Design mips32_mem_arbiter, sky130hd; sources not shown.
==> run_1/met1.png <==
The bar under the picture is 20 um long. Supply wires on this layer in gray.
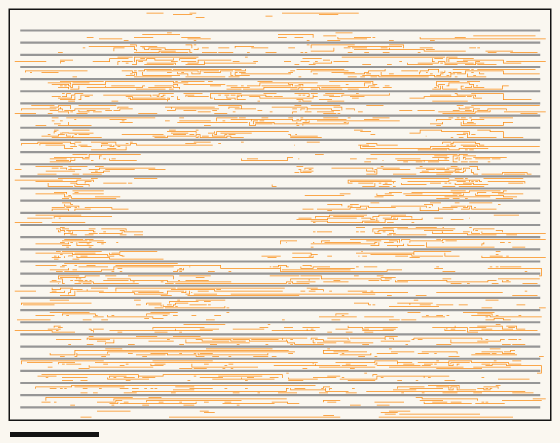
- wire length on this layer: 6100 um
- longest straight run: 54.5 um
- main direction: horizontal
- nets with wire on the layer: 676
- share of all routed wire: 43%
final WL: 14100 um
vias: 4072

==> run_1/met2.png <==
The bar under the picture is 20 um long.
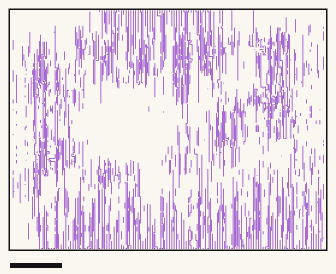
- main direction: vertical
- longest straight run: 30.3 um
met2 usage: 38.1%

==> run_1/met3.png <==
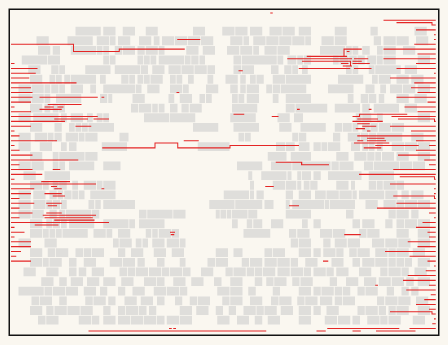
- longest straight run: 49.9 um
- share of all routed wire: 8.8%
- nets with wire on the layer: 153
- wire length on this layer: 1250 um
- main direction: horizontal
M3 GR Usage: 6.22%

==> run summary, run 1 <==
flow finished, numbers: # resized after CTS=0, path depth of the worst reg2reg path=4, fraction of registers with async set/reset=0%, Max-Cap Viols=0, maximum vdd drop=between 0.15 and 0.2 mV, Worst-Skew Late Latency=290 ps, unrepaired setup endpoints after global routing=no, Fill cells=836, Pre-antenna DRT Iters=5, die area=11100 um^2, Simple-Gate Area Share=32.8%, Setup TNS=0 ps, Final Skew=6.47 ps, cts bufs inserted=5, Worst Setup Slack, final=1240 ps, Final Util=61.5%, Metal-1 WL=6100 um, number of global-route vias before repair=3827, P_int=1.20 mW, aoi share=27.3%, met1 Track Usage GR=31.8%, Slew HR=30.2%, synthesis area per yosys=2970 um^2, Dominant Register Cell=dfxtp_1, yosys xor share=0%, Clk power=~510 uW, status=finished clean, path length in cells of the critical path=5, Slew Limit Fails=0, mapped cell area=2970 um^2, gr ovfl total=0, met2 WL=6470 um, Top non-seq family=simple AND/OR/NAND/NOR gates
run 1: Yosys cell counts, types with 2 or more instances:
cell type	number	area (um^2)
clkbuf_1	29	109
a21oi_1	75	375
o211ai_1	10	75.1
o21ai_0	42	210
nor2b_1	3	18.8
inv_1	6	22.5
and2_1	96	601
nor4_2	2	25.0
nor2_1	3	11.3
nand2_1	3	11.3
dfxtp_1	49	981
nor3_1	2	10.0
buf_2	12	60.1
a31oi_1	10	62.6
o21ai_1	2	10.0
nand4_1	42	263
run 1: area by class of cell:
type	instances	share of cell area [%]
Inverter	6	0.373
Clock buffer	7	2.36
Multi-Input combinational cell	303	30.5
Tap cell	132	2.74
Clock inverter	1	0.497
Sequential cell	49	16.2
Timing Repair Buffer	285	47.3
## Run 2: what changed since run 1
- CORE_UTILIZATION: 29 -> 28
- clock period: 3.9 -> 2.2 ns (I/O delays scaled with it)
==> run summary, run 2 <==
flow finished, numbers: status=finished clean, Worst-Skew Late Latency=280 ps (about the same), fraction of registers with async set/reset=0% (unchanged), Slew HR=48.0% (+18 points), Dominant Register Cell=dfxtp_1, Pre-antenna DRT Iters=5 (unchanged), Simple-Gate Area Share=32.8% (unchanged), Final Skew=4.68 ps (-1.78 ps), Syn. warnings=0, die area=11500 um^2 (+3.4%), CTS H-Tree Depth=2, Yosys top cell by instances=and2_1, # resized after CTS=22 (+22), Post-synth area hogs=dfxtp_1, and2_1, a21oi_1, nand4_1, o21ai_0, aoi share=27.3% (unchanged), cts bufs inserted=5 (unchanged), mapped cell area=2970 um^2 (unchanged), maximum vdd drop=0.331 mV (+110%), path length in cells of the critical path=5 (unchanged), P_int=2.01 mW (+67%), Max-Cap Viols=0 (unchanged), Final Util=61.1% (-0.47 points), area leader, netlist=dfxtp_1, Setup TNS=0 ps (unchanged), Clk power=758 uW (+48%), synthesis area per yosys=2970 um^2 (unchanged), unrepaired setup endpoints after global routing=yes, EDFF count, synth=0, number of global-route vias before repair=3920 (+2.4%), Top cell area share=33.0% (unchanged), yosys xor share=0% (unchanged), Worst Setup Slack, final=20.2 ps (-1220 ps), Max Buffers Root-to-Sink=2, most frequent cells after synthesis=and2_1, a21oi_1, dfxtp_1
==> run 2: routing by layer <==
layer  GRT usage [%]  vias to the layer above  share of wire (%)
met5               0                        -                  0
met2            39.9                      198                 49
met4            6.90                        0                2.3
met1            29.6                     1936                 41
li1                -                     1950                  -
met3            5.12                       26                8.2
==> run 2: worst register-to-register path, delay by kind of cell, from the launching register on <==
kind	cells	cell delay, ps
AND/OR/NAND/NOR	2	530
buffers and inverters	2	380
AND-OR/OR-AND	2	510
flip-flops	1	340
==> run 2: area by class of cell <==
| cell class | count | area share (%) |
|---|---|---|
| Clock inverter | 1 | 0.119 |
| Inverter | 6 | 0.358 |
| Timing Repair Buffer | 293 | 49.5 |
| Clock buffer | 7 | 2.11 |
| Multi-Input combinational cell | 303 | 29.5 |
| Tap cell | 136 | 2.71 |
| Sequential cell | 49 | 15.7 |
==> run_2/final_congestion.png <==
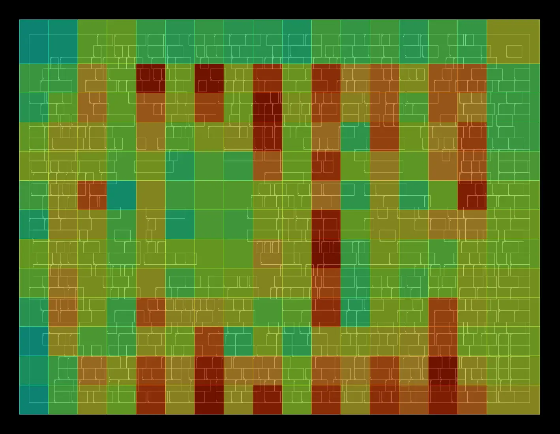
met1 Track Usage GR: 29.6%
GRT Overall Usage: 23.5%
busiest grt layer: met2
M3 GR Usage: 5.12%
WL/cell: 18.4 um

==> run_2/met3.png <==
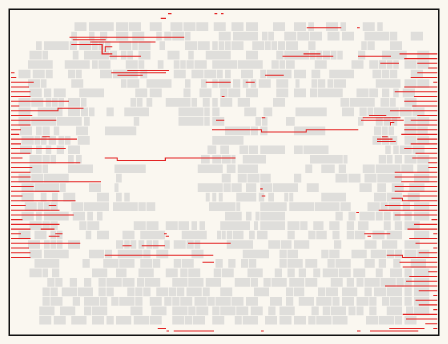
- nets with wire on the layer: 137
- main direction: horizontal
- wire length on this layer: 1200 um
- longest straight run: 32.7 um
- share of all routed wire: 8.2%
vias: 4110
final WL: 14600 um

## Run 3: what changed since run 2
- CAP_MARGIN: 20 -> default
- CORE_UTILIZATION: 28 -> 29
- GPL_TIMING_DRIVEN: default -> 1
- clock period: 2.2 -> 2.35 ns (I/O delays scaled with it)
==> run summary, run 3 <==
flow finished, numbers: status=finished clean, path length in cells of the critical path=5 (unchanged), die area=11100 um^2 (-3.3%), Metal-1 WL=5950 um (-0.53%), WL/cell=17.6 um (-4.6%), top sig layer=met4, Max-Cap Viols=0 (unchanged), cts bufs inserted=5 (unchanged), post-place setup slack=approximately 270 ps, fraction of registers with async set/reset=0% (unchanged), gr ovfl total=0, number of vias per cell=5.13, CTS H-Tree Depth=2 (unchanged), Dominant Register Cell=dfxtp_1, Post-synth area hogs=dfxtp_1, and2_1, a21oi_1, nand4_1, o21ai_0, Setup TNS=0 ps (unchanged), core box area=9810 um^2, Yosys top cell by instances=and2_1, critical-path maximum fanout=32, GRT Overall Usage=23.5% (+0.030 points), Syn. warnings=0 (unchanged), WL met3=1090 um (-9.1%), most frequent cells after synthesis=and2_1, a21oi_1, dfxtp_1, mapped cell area=2970 um^2 (unchanged), Final Skew=2.54 ps (-2.15 ps), Slew HR=40.0% (-8.0 points), Pre-antenna DRT Iters=4 (-1), Max Buffers Root-to-Sink=2 (unchanged), number of global-route vias before repair=3724 (-5.0%), synthesis area per yosys=2970 um^2 (unchanged), area leader, netlist=dfxtp_1, Top cell area share=33.0% (unchanged), path depth of the worst reg2reg path=4, setup bufs post-CTS=0, busiest grt layer=met2, EDFF count, synth=0 (unchanged), maximum vdd drop=0.316 mV (-4.5%)
-- run 3: cell counts after synthesis --
No cell type changed its count.
-- run 3: layout make-up --
cell class | count | area share (%)
Clock inverter | 1 | 0.123
Tap cell | 132 | 2.70
Sequential cell | 49 | 16.1
Timing Repair Buffer | 291 | 48.2
Clock buffer | 7 | 2.17
Multi-Input combinational cell | 303 | 30.3
Inverter | 6 | 0.369
-- run 3: kinds of logic (layout without fill, tap and decap cells) --
logic type / Yosys count / after routing / share of synthesized area [%]
compound gates: 147 / 147 / 27.3
simple gates: 156 / 156 / 32.8
buf+inv: 49 / 305 / 6.83
flops: 49 / 49 / 33.0
-- run 3: where the power goes --
group	internal [mW]	switching [mW]	leakage, nW
clock network	0.396	0.309	0.0641
registers	0.934	0.0616	0.408
logic	0.553	0.455	1.79
total	1.88	0.825	2.27
==> run_3/final_congestion.png <==
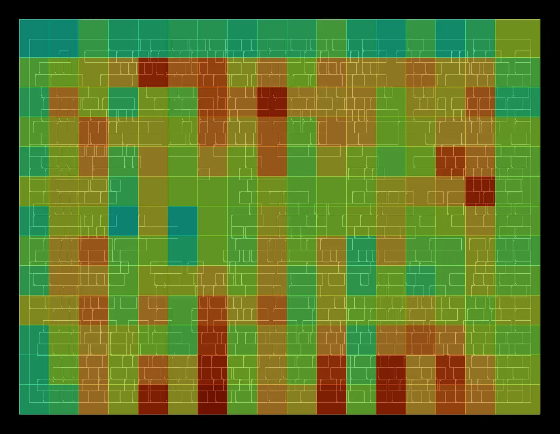
Final Util: 62.2%
M3 GR Usage: 6.72%
met1 Track Usage GR: 30.2%
met2 usage: 39.0%

==> run_3/met4.png <==
The bar under the picture is 20 um long. Supply wires on this layer in gray.
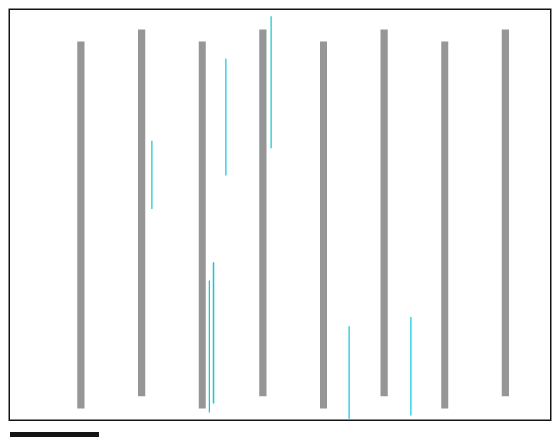
- longest straight run: 31.3 um
- wire length on this layer: 173 um
- nets with wire on the layer: 7
- share of all routed wire: 1.3%
vias: 4051
final WL: 13900 um

No activity file was given, so power comes from the tool's default toggle rates.
